**config.mk**
```make
export PLATFORM = sky130hd
export DESIGN_NAME = axi_llc_evict_wb
export DESIGN_NICKNAME = d
export VERILOG_FILES = /design/src/rtl/axi_llc_evict_wb.sv
export SDC_FILE = /design/constraint.sdc
export NUM_CORES = 1
export LEC_CHECK = 0
export CORE_ASPECT_RATIO = 0.6
export CORE_MARGIN = 2
export CORE_UTILIZATION = 40
export CTS_CLUSTER_SIZE = 14
export DETAILED_ROUTE_END_ITERATION = 10
export PLACE_DENSITY = 0.8
export SLEW_MARGIN = 20
export SYNTH_ARGS = -nofsm -noshare
export SYNTH_HDL_FRONTEND = slang
export SYNTH_SLANG_ARGS = --single-unit
```
**constraint.sdc**
```tcl
create_clock -name clk_i -period 4.1 [get_ports clk_i]
set_input_delay 1.025 -clock clk_i [delete_from_list [all_inputs] [get_ports clk_i]]
set_output_delay 1.025 -clock clk_i [all_outputs]
set_load 0.02 [all_outputs]
```
**src/rtl/axi_llc_evict_wb.sv**
```systemverilog
// axi_llc_evict_wb -- LLC eviction write-back stage.
//
// Turns eviction descriptors plus the matching stream of evicted data beats
// into full-line AXI write bursts (AW/W/B). It keeps a small descriptor FIFO,
// counts bursts still awaiting B (outs_cnt) and bursts whose W data has not
// yet been fully accepted (w_pend), and keeps a sticky error flag for non-OKAY
// write responses.
//
// Ports:
//   clk_i, rst_ni              clock, async active-low reset
//   desc_addr/valid/ready      eviction descriptor input (line address)
//   way_data/valid/ready       evicted data beats from the way switch
//   aw_*, w_*, b_*             AXI write channels towards memory
//   busy_o                     descriptor queued or burst in flight
//   err_o                      sticky, set by any non-OKAY B response
//
// Build option: AXI_LLC_EVICT_WB_SPILL_EN puts a two-entry skid register on
// the W path (registered w_valid/w_data/w_last, way_ready free of w_ready).
// Without it the W path is a combinational pass-through.
module axi_llc_evict_wb #(
  parameter int unsigned AddrWidth      = 64,
  parameter int unsigned DataWidth      = 64,
  parameter int unsigned BlockBeats     = 8,
  parameter int unsigned MaxOutstanding = 4,
  parameter int unsigned DescDepth      = 2
) (
  input  logic                 clk_i,
  input  logic                 rst_ni,
  input  logic [AddrWidth-1:0] desc_addr_i,
  input  logic                 desc_valid_i,
  output logic                 desc_ready_o,
  input  logic [DataWidth-1:0] way_data_i,
  input  logic                 way_valid_i,
  output logic                 way_ready_o,
  output logic [AddrWidth-1:0] aw_addr_o,
  output logic [7:0]           aw_len_o,
  output logic                 aw_valid_o,
  input  logic                 aw_ready_i,
  output logic [DataWidth-1:0] w_data_o,
  output logic                 w_last_o,
  output logic                 w_valid_o,
  input  logic                 w_ready_i,
  input  logic [1:0]           b_resp_i,
  input  logic                 b_valid_i,
  output logic                 b_ready_o,
  output logic                 busy_o,
  output logic                 err_o
);

  localparam int unsigned OffW  = $clog2(BlockBeats * DataWidth / 8);
  localparam int unsigned PtrW  = (DescDepth > 1) ? $clog2(DescDepth) : 1;
  localparam int unsigned CntW  = $clog2(DescDepth + 1);
  localparam int unsigned OutW  = $clog2(MaxOutstanding + 1);
  localparam int unsigned BeatW = $clog2(BlockBeats);
  localparam logic [AddrWidth-1:0] LineMask = {AddrWidth{1'b1}} << OffW;

  // ---------------- descriptor FIFO ----------------
  logic [AddrWidth-1:0] fifo_q [DescDepth];
  logic [PtrW-1:0]      wr_ptr_q, rd_ptr_q;
  logic [CntW-1:0]      fill_q;
  logic                 fifo_empty, push, pop;

  assign fifo_empty   = (fill_q == '0);
  assign desc_ready_o = (fill_q != CntW'(DescDepth));
  assign push         = desc_valid_i & desc_ready_o;
  assign pop          = aw_valid_o & aw_ready_i;

  always_ff @(posedge clk_i) begin
    if (push) fifo_q[wr_ptr_q] <= desc_addr_i;
  end

  always_ff @(posedge clk_i or negedge rst_ni) begin
    if (!rst_ni) begin
      wr_ptr_q <= '0;
      rd_ptr_q <= '0;
      fill_q   <= '0;
    end else begin
      if (push) wr_ptr_q <= (wr_ptr_q == PtrW'(DescDepth - 1)) ? '0 : wr_ptr_q + PtrW'(1);
      if (pop)  rd_ptr_q <= (rd_ptr_q == PtrW'(DescDepth - 1)) ? '0 : rd_ptr_q + PtrW'(1);
      fill_q <= fill_q + CntW'(push) - CntW'(pop);
    end
  end

  // ---------------- AW / counters / B ----------------
  logic [OutW-1:0]  outs_q, pend_q;
  logic [BeatW-1:0] beat_q;
  logic             b_hs, beat_adv, last_adv, pend_nz, err_q;

  assign pend_nz    = (pend_q != '0);
  assign aw_valid_o = !fifo_empty && (outs_q < OutW'(MaxOutstanding))
                                  && (pend_q < OutW'(MaxOutstanding));
  assign aw_addr_o  = fifo_q[rd_ptr_q] & LineMask;
  assign aw_len_o   = 8'(BlockBeats - 1);
  assign b_ready_o  = (outs_q != '0);
  assign b_hs       = b_valid_i & b_ready_o;
  assign busy_o     = !fifo_empty || (outs_q != '0) || pend_nz;
  assign err_o      = err_q;

  always_ff @(posedge clk_i or negedge rst_ni) begin
    if (!rst_ni) begin
      outs_q <= '0;
      pend_q <= '0;
      beat_q <= '0;
      err_q  <= 1'b0;
    end else begin
      // Increment and decrement in the same cycle cancel out.
      outs_q <= outs_q + OutW'(pop) - OutW'(b_hs);
      pend_q <= pend_q + OutW'(pop) - OutW'(last_adv);
      // BlockBeats is a power of two, so the natural wrap ends each line.
      if (beat_adv) beat_q <= beat_q + BeatW'(1);
      if (b_hs && b_resp_i != 2'b00) err_q <= 1'b1;
    end
  end

  // ---------------- W path ----------------
`ifdef AXI_LLC_EVICT_WB_SPILL_EN
  // Two-entry skid: input ready only looks at local state, so way_ready_o
  // is registered-only while one beat per cycle still flows.
  logic                 main_vld_q, skid_vld_q, main_last_q, skid_last_q;
  logic [DataWidth-1:0] main_data_q, skid_data_q;
  logic                 in_hs, in_last, out_hs;

  assign way_ready_o = pend_nz & !skid_vld_q;
  assign in_hs       = way_valid_i & way_ready_o;
  assign in_last     = (beat_q == BeatW'(BlockBeats - 1));
  assign out_hs      = main_vld_q & w_ready_i;
  assign beat_adv    = in_hs;
  assign last_adv    = in_hs & in_last;
  assign w_valid_o   = main_vld_q;
  assign w_data_o    = main_data_q;
  assign w_last_o    = main_last_q;

  always_ff @(posedge clk_i or negedge rst_ni) begin
    if (!rst_ni) begin
      main_vld_q  <= 1'b0;
      skid_vld_q  <= 1'b0;
      main_last_q <= 1'b0;
      skid_last_q <= 1'b0;
      main_data_q <= '0;
      skid_data_q <= '0;
    end else if (skid_vld_q) begin
      if (out_hs) begin
        main_data_q <= skid_data_q;
        main_last_q <= skid_last_q;
        skid_vld_q  <= 1'b0;
      end
    end else if (in_hs) begin
      main_vld_q <= 1'b1;
      if (!main_vld_q || out_hs) begin
        main_data_q <= way_data_i;
        main_last_q <= in_last;
      end else begin
        skid_vld_q  <= 1'b1;
        skid_data_q <= way_data_i;
        skid_last_q <= in_last;
      end
    end else if (out_hs) begin
      main_vld_q <= 1'b0;
    end
  end
`else
  // Beats only pass once their AW has been accepted (w_pend non-zero).
  assign w_valid_o   = way_valid_i & pend_nz;
  assign way_ready_o = w_ready_i & pend_nz;
  assign w_data_o    = way_data_i;
  assign w_last_o    = (beat_q == BeatW'(BlockBeats - 1));
  assign beat_adv    = w_valid_o & w_ready_i;
  assign last_adv    = beat_adv & w_last_o;
`endif

endmodule

```
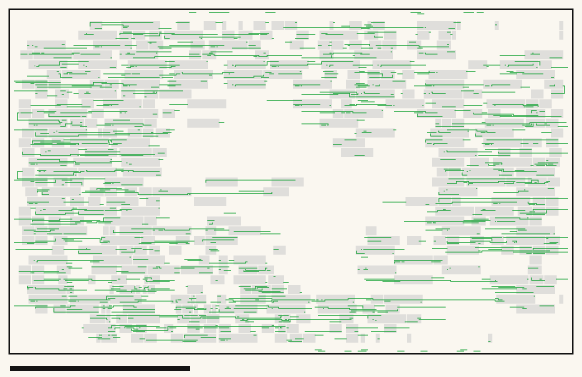
run_1/met1.png
Bar = 50 um. Cells faint in the background.
wire length on this layer	4,260 um
share of all routed wire	42%
nets with wire on the layer	432
DRT Wirelength: 10.11 mm
via count: 2,795
GR Util met1: 15.63%

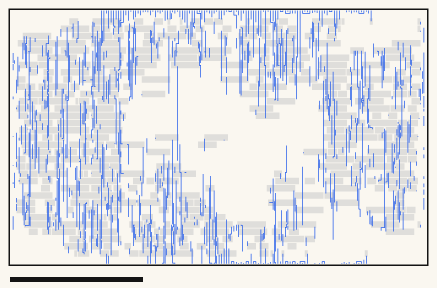
run_1/met2.png
Bar = 50 um. Cells faint in the background.
wire length on this layer	4,550 um
nets with wire on the layer	504
longest straight run	39.8 um
main direction	vertical

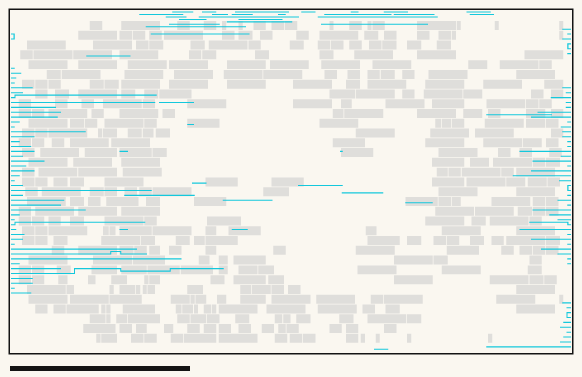
run_1/met3.png
Bar = 50 um. Cells faint in the background.
nets with wire on the layer	121
longest straight run	47.1 um
met3 Use GR: 8.818%

## run 1: metal layers
metal / up-vias / GRT usage, %
li1: 1246 / -
met1: 1375 / 15.63
met2: 157 / 21.51
met3: 17 / 8.818
met4: 0 / 4.893
met5: - / 0
## run 1: cell families (layout without fill, tap and decap cells)
group / Yosys count / after routing / share of synthesized area [%]
other cells: 2 / 14 / 0.1347
simple gates: 16 / 16 / 2.132
compound gates: 1 / 1 / 0.1347
fa+ha+maj: 10 / 10 / 2.514
buf+inv: 94 / 177 / 11.96
mux: 60 / 60 / 12.93
flops: 130 / 130 / 68.78
xor+xnor: 9 / 9 / 1.414
## run 1: path summary, 6_finish.rpt
kind,start,endpoint,slack [ns],cells past startpoint
max,rd_ptr_q$_DFFE_PN0N_,aw_addr_o[41],0.62,3
min,err_o$_DFFE_PN0P_,err_o$_DFFE_PN0P_,0.48,1
max reg2reg,pend_q[2]$_DFF_PN0_,pend_q[2]$_DFF_PN0_,1.68,9
min reg2reg,err_o$_DFFE_PN0P_,err_o$_DFFE_PN0P_,0.48,1
max in group asynchronous,rst_ni,rd_ptr_q$_DFFE_PN0N_,2.62,1
min in group asynchronous,rst_ni,fill_q[1]$_DFF_PN0_,1.02,1
## run 1: layout make-up
type                    count  area [um^2]
clock buffers              17        425.4
clock inverters            15        136.4
fillers                  1105         6472
inverters                   9        33.78
multi-input cells         110         1127
flip-flops and latches    130         3835
well taps                 175        219.0
repair buffers            136         1376
## run 1: state kept, by name (all words and copies together) (netlist names)
name and flops:
beat_q 3, outs_q 3, err_o 1, fifo_q 116
wr_ptr_q 1, rd_ptr_q 1, pend_q 3, fill_q 2
## run 1: critical path: stages, from the launching register on
cell and delay [ns]:
dfrtp_2 0.80, buf_12 0.30, mux2_2 0.37, clkdlybuf4s50_1 0.57
==> qor.csv, run 1 <==
stage;metric;value;unit
grt;grt_usage;13.85;%
route;postRouteAntennaNets;0;
die;die_area;14930;um^2
worst_hold_path;min_path_type;reg2reg;
setup_path;required;3.07;ns
route;met2_length;4.550;mm
placement;gp_congestion;0.7515;
die;rows;33;
power_and_ir_drop;p_leak;0.002590;uW
power_and_ir_drop;pg_seq;1990;uW
finish;n_antenna_cell;0;
power_and_ir_drop;p_sw;1666;uW
synthesis;synth_cells;322;
timing;hold_ws;0.4843;ns
power_and_ir_drop;power_density;743.0;nW/um^2
route;drt_pass1_iterations;4;
placement;dpl-instance-area;6591;um^2
route;top_layer;met4;
die;core;13630;um^2
outcome;status;completed;
power_and_ir_drop;power.group.top;registers;
cts;holdBufCountCts;0;
synthesis;synth_cell_types;26;
timing;hold_violations;0;
cts;htreeDepth;4;
die;fp_util;40.91;%
die;die_x;156.4;um
timing;worst_slew_margin_rel;54.10;%
grt;grt_pass1_wl;15.26;mm
placement;place_ws;0.7308;ns
synthesis;netlist_area;5574;um^2
power_and_ir_drop;finalPower;5314;uW
cts;cts_root_buf;clkbuf_16;
power_and_ir_drop;clkPwrFrac;26.6;%
synthesis;yosys.stat.seqShare;68.78;%
power_and_ir_drop;pg_clk;1410;uW
setup_path;worstSetupPathType;reg2out;
grt;grt_max_degree;37;
power_and_ir_drop;p_seq_share;37.5;%
setup_path;startpoint_type;register;
setup_path;worstPathArrival;2.45;ns
run;max_cap_violations;0;
synthesis;ys_warn_count;0;
setup_path;crit_path_end_kind;primary output;
die;ios;281;
timing;fmax;287.5;MHz
cts;clk_latency;0.40;ns
power_and_ir_drop;switching_share;31.35;%
timing;setup_viol;0;
placement;portBuffers;132;
route;drc;0;
run_1/final_congestion.png
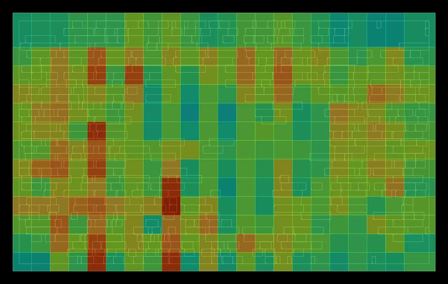

## Run 2: what changed since run 1
Settings changed: CORE_UTILIZATION 40 to 36, PLACE_DENSITY 0.8 to 0.76.
Clock period 4.1 ns to 3 ns, I/O delays scaled along.
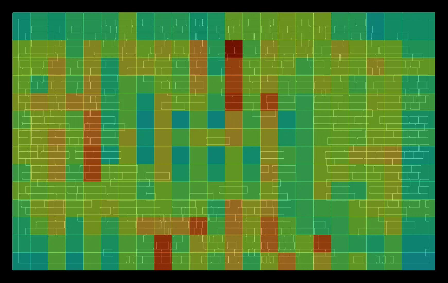
run_2/final_congestion.png
GRT Max-Usage Layer: met2
total global routing track utilization: 12.40%
GRT met2 Usage: 18.99%

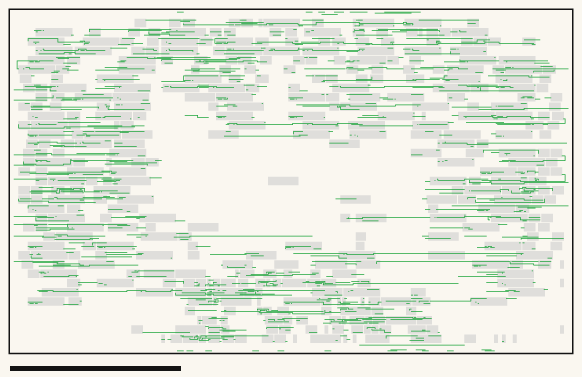
run_2/met1.png
Bar = 50 um. Cells faint in the background.
wire length on this layer	4,460 um
share of all routed wire	45%
main direction	horizontal
nets with wire on the layer	435
longest straight run	43.8 um

==> run 2 against run 1 <==
  * Sequential cell count unchanged
  * Die size rose by 11%
  * Non-clock buffer count up 2
  * Final cell count grew 5.1%
  * Largest power group is now combinational logic
  * Sequential share of layout area is 0.79 points lower
  * Total power grew 40%
  * Critical path type is now in2out
  * Routed wire length decreased by 1.7%
  * Clock skew shrank 0.0015 ns
  * Synthesized area unchanged
  * Critical path depth unchanged
  * First-iteration DRC count grew 100%
==> qor.csv, run 2 <==
stage;metric;value;unit;change
setup_path;max_stage_delay;0.63;ns;-0.17 ns
setup_path;worst_path_max_delay_cell;clkdlybuf4s50_1;;
die;core;15240;um^2;+12%
setup_path;path_cells;clkdlybuf4s50_1, nor2b_1, clkdlybuf4s50_1;;
power_and_ir_drop;pg_seq;2650;uW;+33%
grt;globalRouteMet3Util;5.124;%;-3.7 points
power_and_ir_drop;power_density;1028;nW/um^2;+38%
setup_path;required;2.25;ns;-0.82 ns
route;drc;0;;unchanged
timing;hold_ws;0.4820;ns;-0.002280 ns
synthesis;ys_warn_count;0;;unchanged
power_and_ir_drop;p_leak;0.002623;uW;+1.3%
die;die_area;16530;um^2;+11%
power_and_ir_drop;clkPwrFrac;28.1;%;+1.5 points
route;postRouteAntennaNets;0;;unchanged
setup_path;startpoint_type;input pin;;
timing;setup_viol;0;;unchanged
power_and_ir_drop;power.group.top;combinational logic;;
power_and_ir_drop;p_sw;2280;uW;+37%
die;rows;35;;+6.1%
placement;dpl-instance-area;6654;um^2;+0.95%
die;ios;281;;unchanged
grt;grt_max_degree;59;;+59%
route;top_layer;met4;;
setup_path;crit_path_end_kind;primary output;;
synthesis;netlist_area;5574;um^2;unchanged
route;met2_length;4.571;mm;+0.46%
placement;portBuffers;132;;unchanged
run;max_cap_violations;0;;unchanged
power_and_ir_drop;finalPower;7464;uW;+40%
synthesis;synth_cell_types;26;;unchanged
worst_hold_path;min_path_type;reg2reg;;
synthesis;synth_cells;322;;unchanged
timing;hold_violations;0;;unchanged
route;drt_pass1_iterations;4;;unchanged
power_and_ir_drop;switching_share;30.55;%;-0.80 points
finish;regArea;3835;um^2;unchanged
route;routed_wl;9.938;mm;-1.7%
timing;worst_slew_margin_rel;56.61;%;+2.5 points
setup_path;crit_family;buffers and inverters;;
outcome;status;completed;;
cts;cts_root_buf;clkbuf_16;;
power_and_ir_drop;p_seq_share;35.5;%;-2.0 points
placement;gp_congestion;0.7441;;-0.98%
finish;n_antenna_cell;0;;unchanged
grt;met1_usage;15.28;%;-0.35 points
finish;largest_register_ff_count;116;;unchanged
route;vias;2702;;-3.3%
finish;num-fill-cells;1296;;+17%
cts;htreeDepth;4;;unchanged
setup_path;worstSetupPathType;in2out;;
setup_path;critPathBufInv;2;;unchanged
timing;fmax;353.7;MHz;
synthesis;yosys.stat.seqShare;68.78;%;unchanged
cts;holdBufCountCts;0;;unchanged
setup_path;worstPathArrival;2.08;ns;-0.37 ns
run 2: cell types whose count changed in the layout (fill, tap and decap cells not counted):
cell and delta:
buf_12 +1, buf_4 +1, bufinv_16 +2, clkbuf_1 +1, clkinv_1 -1, clkinv_2 -1, clkinv_4 -3, inv_6 +3
inv_8 -1
run 2: final timing paths:
| path | slack (ns) | to | from | depth (start not counted) |
|---|---|---|---|---|
| worst max-delay path | 0.17 | w_valid_o | way_valid_i | 3 |
| worst min-delay path | 0.48 | beat_q[0]$_DFFE_PN0P_ | beat_q[0]$_DFFE_PN0P_ | 1 |
| worst max register to register | 0.66 | pend_q[2]$_DFF_PN0_ | pend_q[2]$_DFF_PN0_ | 9 |
| worst min register to register | 0.48 | beat_q[0]$_DFFE_PN0P_ | beat_q[0]$_DFFE_PN0P_ | 1 |
| max in group asynchronous | 1.79 | rd_ptr_q$_DFFE_PN0N_ | rst_ni | 1 |
| min in group asynchronous | 0.75 | beat_q[2]$_DFFE_PN0P_ | rst_ni | 1 |
run 2: through the flow:
step	utilization (%)	worst slack, ns
2_1_floorplan	-	0.2140
3_3_place_gp	43.66	0.1837
3_5_place_dp	43.66	0.1493
4_1_cts	47.64	0.1434
5_1_grt	47.64	0.09280
6_report	47.64	0.1731
run 2: layout make-up:
cell class                      count  area share [%]
Inverter                            9          0.4654
Clock inverter                     14           2.430
Clock buffer                       18           5.912
Tap cell                          203           3.499
Multi-Input combinational cell    110           15.53
Sequential cell                   130           52.83
Timing Repair Buffer              138           19.34
run 2: cell families after synthesis:
family                     count (synthesis)  synth area share, %
and+or+nand+nor                           16                2.132
DFF                                      130                68.78
buffers and inverters                     94                11.96
other                                      2               0.1347
muxes                                     60                12.93
adders and majority gates                 10                2.514
xor gates and xnor gates                   9                1.414
AOI/OAI and AO/OA                          1               0.1347
Power figures rest on the tool's default switching activity, not on a simulated workload.
